==> run_1/met1.png <==
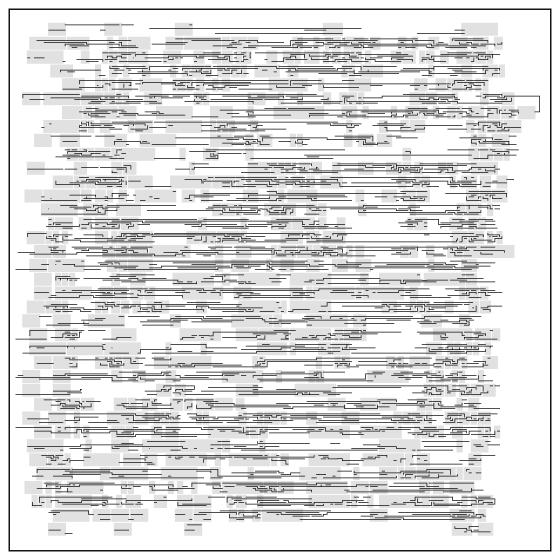
==> run_1/met2.png <==
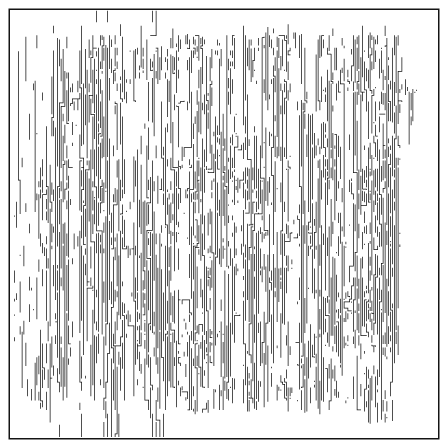
==> run_1/met4.png <==
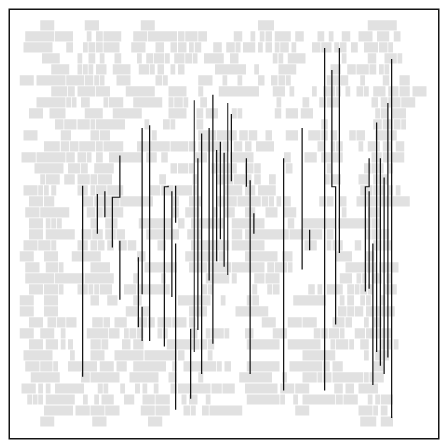
==> run_1/final_congestion.png <==
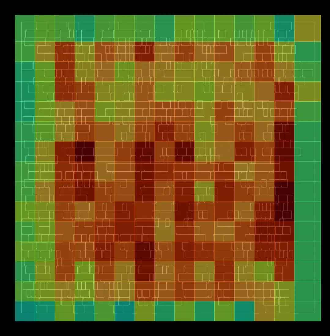
===== config.mk =====
export PLATFORM = sky130hd
export DESIGN_NAME = encoder16_rr
export DESIGN_NICKNAME = d
export VERILOG_FILES = /design/src/rtl/encoder16_pkg.sv /design/src/rtl/encoder16_rr_pick16.sv /design/src/rtl/encoder16_rr.sv
export SDC_FILE = /design/constraint.sdc
export NUM_CORES = 1
export LEC_CHECK = 0
export CAP_MARGIN = 20
export CORE_MARGIN = 2
export CORE_UTILIZATION = 45
export DETAILED_ROUTE_END_ITERATION = 7
export GPL_TIMING_DRIVEN = 0
export PLACE_DENSITY = 0.68
export SYNTH_ARGS = -nofsm -noshare
export SYNTH_HDL_FRONTEND = slang
export SYNTH_SLANG_ARGS = --single-unit

===== constraint.sdc =====
create_clock -name clk -period 5.11 [get_ports clk]
set_clock_uncertainty 0.15 [all_clocks]
set_input_delay 1.022 -clock clk [delete_from_list [all_inputs] [get_ports clk]]
set_output_delay 1.022 -clock clk [all_outputs]
set_load 0.05 [all_outputs]

===== src/rtl/encoder16_pkg.sv =====
// Shared constants and helpers for the 16-line round-robin event encoder.
package encoder16_pkg;

    localparam int N_LINES = 16;
    localparam int IDX_W   = 4;

    typedef logic [N_LINES-1:0] lines_t;
    typedef logic [IDX_W-1:0]   idx_t;

    // 4-to-16 select decode; the encoder output is its inverse.
    function automatic lines_t onehot16(input idx_t idx);
        lines_t one;
        one = 16'h0001;
        return one << idx;
    endfunction

endpackage


===== src/rtl/encoder16_rr_pick16.sv =====
// Combinational round-robin search: first set bit of c at or above ptr, wrapping 15 -> 0.
module rr_pick16
    import encoder16_pkg::*;
(
    input  logic [N_LINES-1:0] c,
    input  logic [IDX_W-1:0]   ptr,
    output logic               any,
    output logic [IDX_W-1:0]   idx
);

    logic [IDX_W-1:0] w_pos;
    logic             w_found;

    assign any = |c;

    // Walk the 16 positions starting at ptr; the first hit wins, idx stays 0 when c is empty.
    always_comb begin
        idx     = 4'd0;
        w_pos   = 4'd0;
        w_found = 1'b0;
        for (int k = 0; k < N_LINES; k++) begin
            w_pos = ptr + 4'(k);
            if (!w_found && c[w_pos]) begin
                idx     = w_pos;
                w_found = 1'b1;
            end else begin
                w_found = w_found;
            end
        end
    end

endmodule


===== src/rtl/encoder16_rr.sv =====
// Pending-event register with a round-robin encoded output stage and valid/ready handshake.
module encoder16_rr
    import encoder16_pkg::*;
(
    input  logic               clk,
    input  logic               rst_n,
    input  logic [N_LINES-1:0] req,
    input  logic               flush,
    output logic [IDX_W-1:0]   out_idx,
    output logic               out_valid,
    input  logic               out_ready,
    output logic [N_LINES-1:0] pending,
    output logic               merged
);

    lines_t r_pending;
    idx_t   r_out_idx;
    logic   r_out_valid;
    logic   r_merged;
    idx_t   r_ptr;

    logic   w_transfer;
    logic   w_load;
    lines_t w_clr;
    lines_t w_cand;
    logic   w_any;
    idx_t   w_idx;

    assign w_transfer = r_out_valid & out_ready;
    assign w_load     = ~r_out_valid | w_transfer;
    assign w_clr      = w_transfer ? onehot16(r_out_idx) : 16'h0000;
    // The accepted line is excluded from the next pick; same-cycle req only reaches pending.
    assign w_cand     = r_pending & ~w_clr;

    rr_pick16 u_pick (
        .c   (w_cand),
        .ptr (r_ptr),
        .any (w_any),
        .idx (w_idx)
    );

    // State update: reset beats flush, flush beats transfer and new requests.
    always_ff @(posedge clk) begin
        if (!rst_n) begin
            r_pending   <= 16'h0000;
            r_out_idx   <= 4'd0;
            r_out_valid <= 1'b0;
            r_merged    <= 1'b0;
            r_ptr       <= 4'd0;
        end else if (flush) begin
            r_pending   <= 16'h0000;
            r_out_idx   <= 4'd0;
            r_out_valid <= 1'b0;
            r_merged    <= 1'b0;
        end else begin
            r_pending <= w_cand | req;
            r_merged  <= |(req & r_pending);
            if (w_load) begin
                r_out_valid <= w_any;
                r_out_idx   <= w_any ? w_idx : 4'd0;
            end else begin
                r_out_valid <= r_out_valid;
                r_out_idx   <= r_out_idx;
            end
            if (w_transfer) begin
                r_ptr <= r_out_idx + 4'd1;
            end else begin
                r_ptr <= r_ptr;
            end
        end
    end

    assign out_idx   = r_out_idx;
    assign out_valid = r_out_valid;
    assign pending   = r_pending;
    assign merged    = r_merged;

endmodule


==> reports/results.tsv, run 1 <==
metric	value	unit
postSynthSeqShare	11.2	%
cp_num_cells	14	
signal_buffers	80	
top_cells_by_count	79 x nor2_1, 55 x nand2_1, 36 x mux4_2, 31 x a21oi_1, 26 x dfxtp_1	
p_sw	429	uW
simple_gate_share	26.0	%
seq_cells	26	
min_from	out_idx[0]	
preCtsSetupSlack	-588	ps
syn_nets	624	
wl_met1	8160	um
numCtsBuffers	3	
viasPerCell	7.23	
critical_path_arrival	4990	ps
area_leaders	mux4_2 17%, dfxtp_1 11%, nor2_1 6.4%	
warnings	35	
p_int	487	uW
antenna_found_initial	0	
status	complete, no violations	
grt_max_degree	15	
num_tap_cells	136	
top_layer_used	met4	
crit_family	AND-OR/OR-AND gates	
fin_area	5420	sq um
seq-power	231	uW
grt-busiest-layer	met2	
logic_family	AND-OR/OR-AND gates	
cts_setup_buffers	0	
ys_cells	591	
comb_power_share	59.8	%
top_area_cell	mux4_2	
detail-route-antenna-nets	0	
setup_tns	0	ps
cts_tree	done	
clk-power	137	uW
swShare	46.8	%
drt_iter0_drc	691	
power_leakage	0.00197	uW
setup_viol	0	
cts_resized	10	
ir_drop	0.148	mV
yosysChipArea	4660	sq um
place.gp.congestion	0.981	
synthDistinctLibCells	81	
cp_slowest_stage_delay	700	ps
hold_ws	497	ps
path_buffers	3	
whs_path_depth	2	
biggestCellCategory	combinational gates	
fp_util	45.8	%
## Picture notes: met1.png
nets with wire on the layer: 624
main direction: horizontal
share of all routed wire: 39%
longest straight run: 42.8 um
total number of vias: 5,585
met1 Usage GRT: 50.6%
total wire length: 21,000 um

## Picture notes: met2.png
wire length on this layer: 8,860 um
longest straight run: 56.8 um

## Picture notes: met4.png
share of all routed wire: 7.1%
wire length on this layer: 1,500 um
longest straight run: 88.4 um
main direction: vertical
nets with wire on the layer: 40

## Picture notes: final_congestion.png
end-of-flow core utilization: 53.2%
All-Layer GR Usage: 37.0%

==> run 1 -> run 2 <==
--- a/config.mk
+++ b/config.mk
@@ -5,7 +5,7 @@
 export SDC_FILE = /design/constraint.sdc
 export NUM_CORES = 1
 export LEC_CHECK = 0
-export CAP_MARGIN = 20
+export CAP_MARGIN = 0
 export CORE_MARGIN = 2
 export CORE_UTILIZATION = 45
 export DETAILED_ROUTE_END_ITERATION = 7
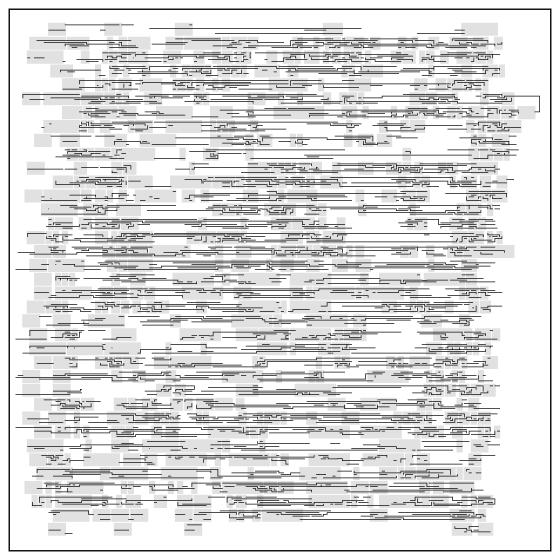
(run_2/met1.png)
nets with wire on the layer: 624
share of all routed wire: 39%
longest straight run: 42.8 um

==> reports/results.tsv, run 2 <==
metric	value	unit	change
status	complete, no violations		
antenna_found_initial	0		unchanged
cp_slowest_stage_delay	700	ps	about the same
warnings	35		unchanged
postSynthSeqShare	11.2	%	unchanged
signal_buffers	80		unchanged
top_area_cell	mux4_2		
synthDistinctLibCells	81		unchanged
track_usage	37.0	%	unchanged
whs_path_depth	2		unchanged
ys_cells	591		unchanged
power_leakage	0.00197	uW	unchanged
setup_viol	0		unchanged
use_met1	50.6	%	unchanged
biggestCellCategory	combinational gates		
top_layer_used	met4		
area_leaders	mux4_2 17%, dfxtp_1 11%, nor2_1 6.4%		
fin_area	5420	sq um	unchanged
yosysChipArea	4660	sq um	unchanged
seq_cells	26		unchanged
crit_family	AND-OR/OR-AND gates		
num_tap_cells	136		unchanged
p_sw	429	uW	unchanged
grt-busiest-layer	met2		
drt_wl_total	21000	um	unchanged
cts_tree	done		
vias	5585		unchanged
wl_met1	8160	um	unchanged
preCtsSetupSlack	-588	ps	unchanged
setup_tns	0	ps	unchanged
ir_drop	0.148	mV	unchanged
grt_max_degree	15		unchanged
fin_util	53.2	%	unchanged
place.gp.congestion	0.981		unchanged
met3_usage	6.00	%	
swShare	46.8	%	unchanged
p_int	487	uW	unchanged
critical_path_arrival	4990	ps	about the same
syn_nets	624		unchanged
met3_length	2530	um	
detail-route-antenna-nets	0		unchanged
seq-power	231	uW	about the same
comb_power_share	59.8	%	about the same
logic_family	AND-OR/OR-AND gates		
seqAreaFraction	9.61	%	
min_from	out_idx[0]		
cts_setup_buffers	0		unchanged
cp_num_cells	14		unchanged
fp_util	45.8	%	unchanged
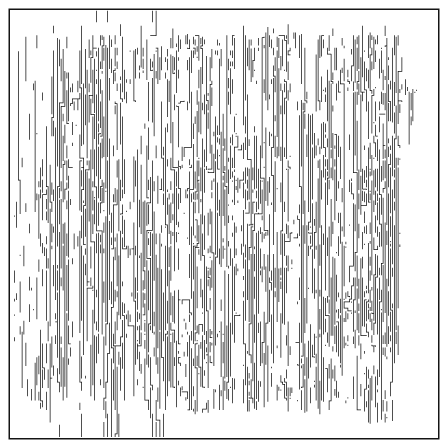
(run_2/met2.png)
nets with wire on the layer: 577
longest straight run: 56.8 um

Power figures rest on the tool's default switching activity, not on a simulated workload.
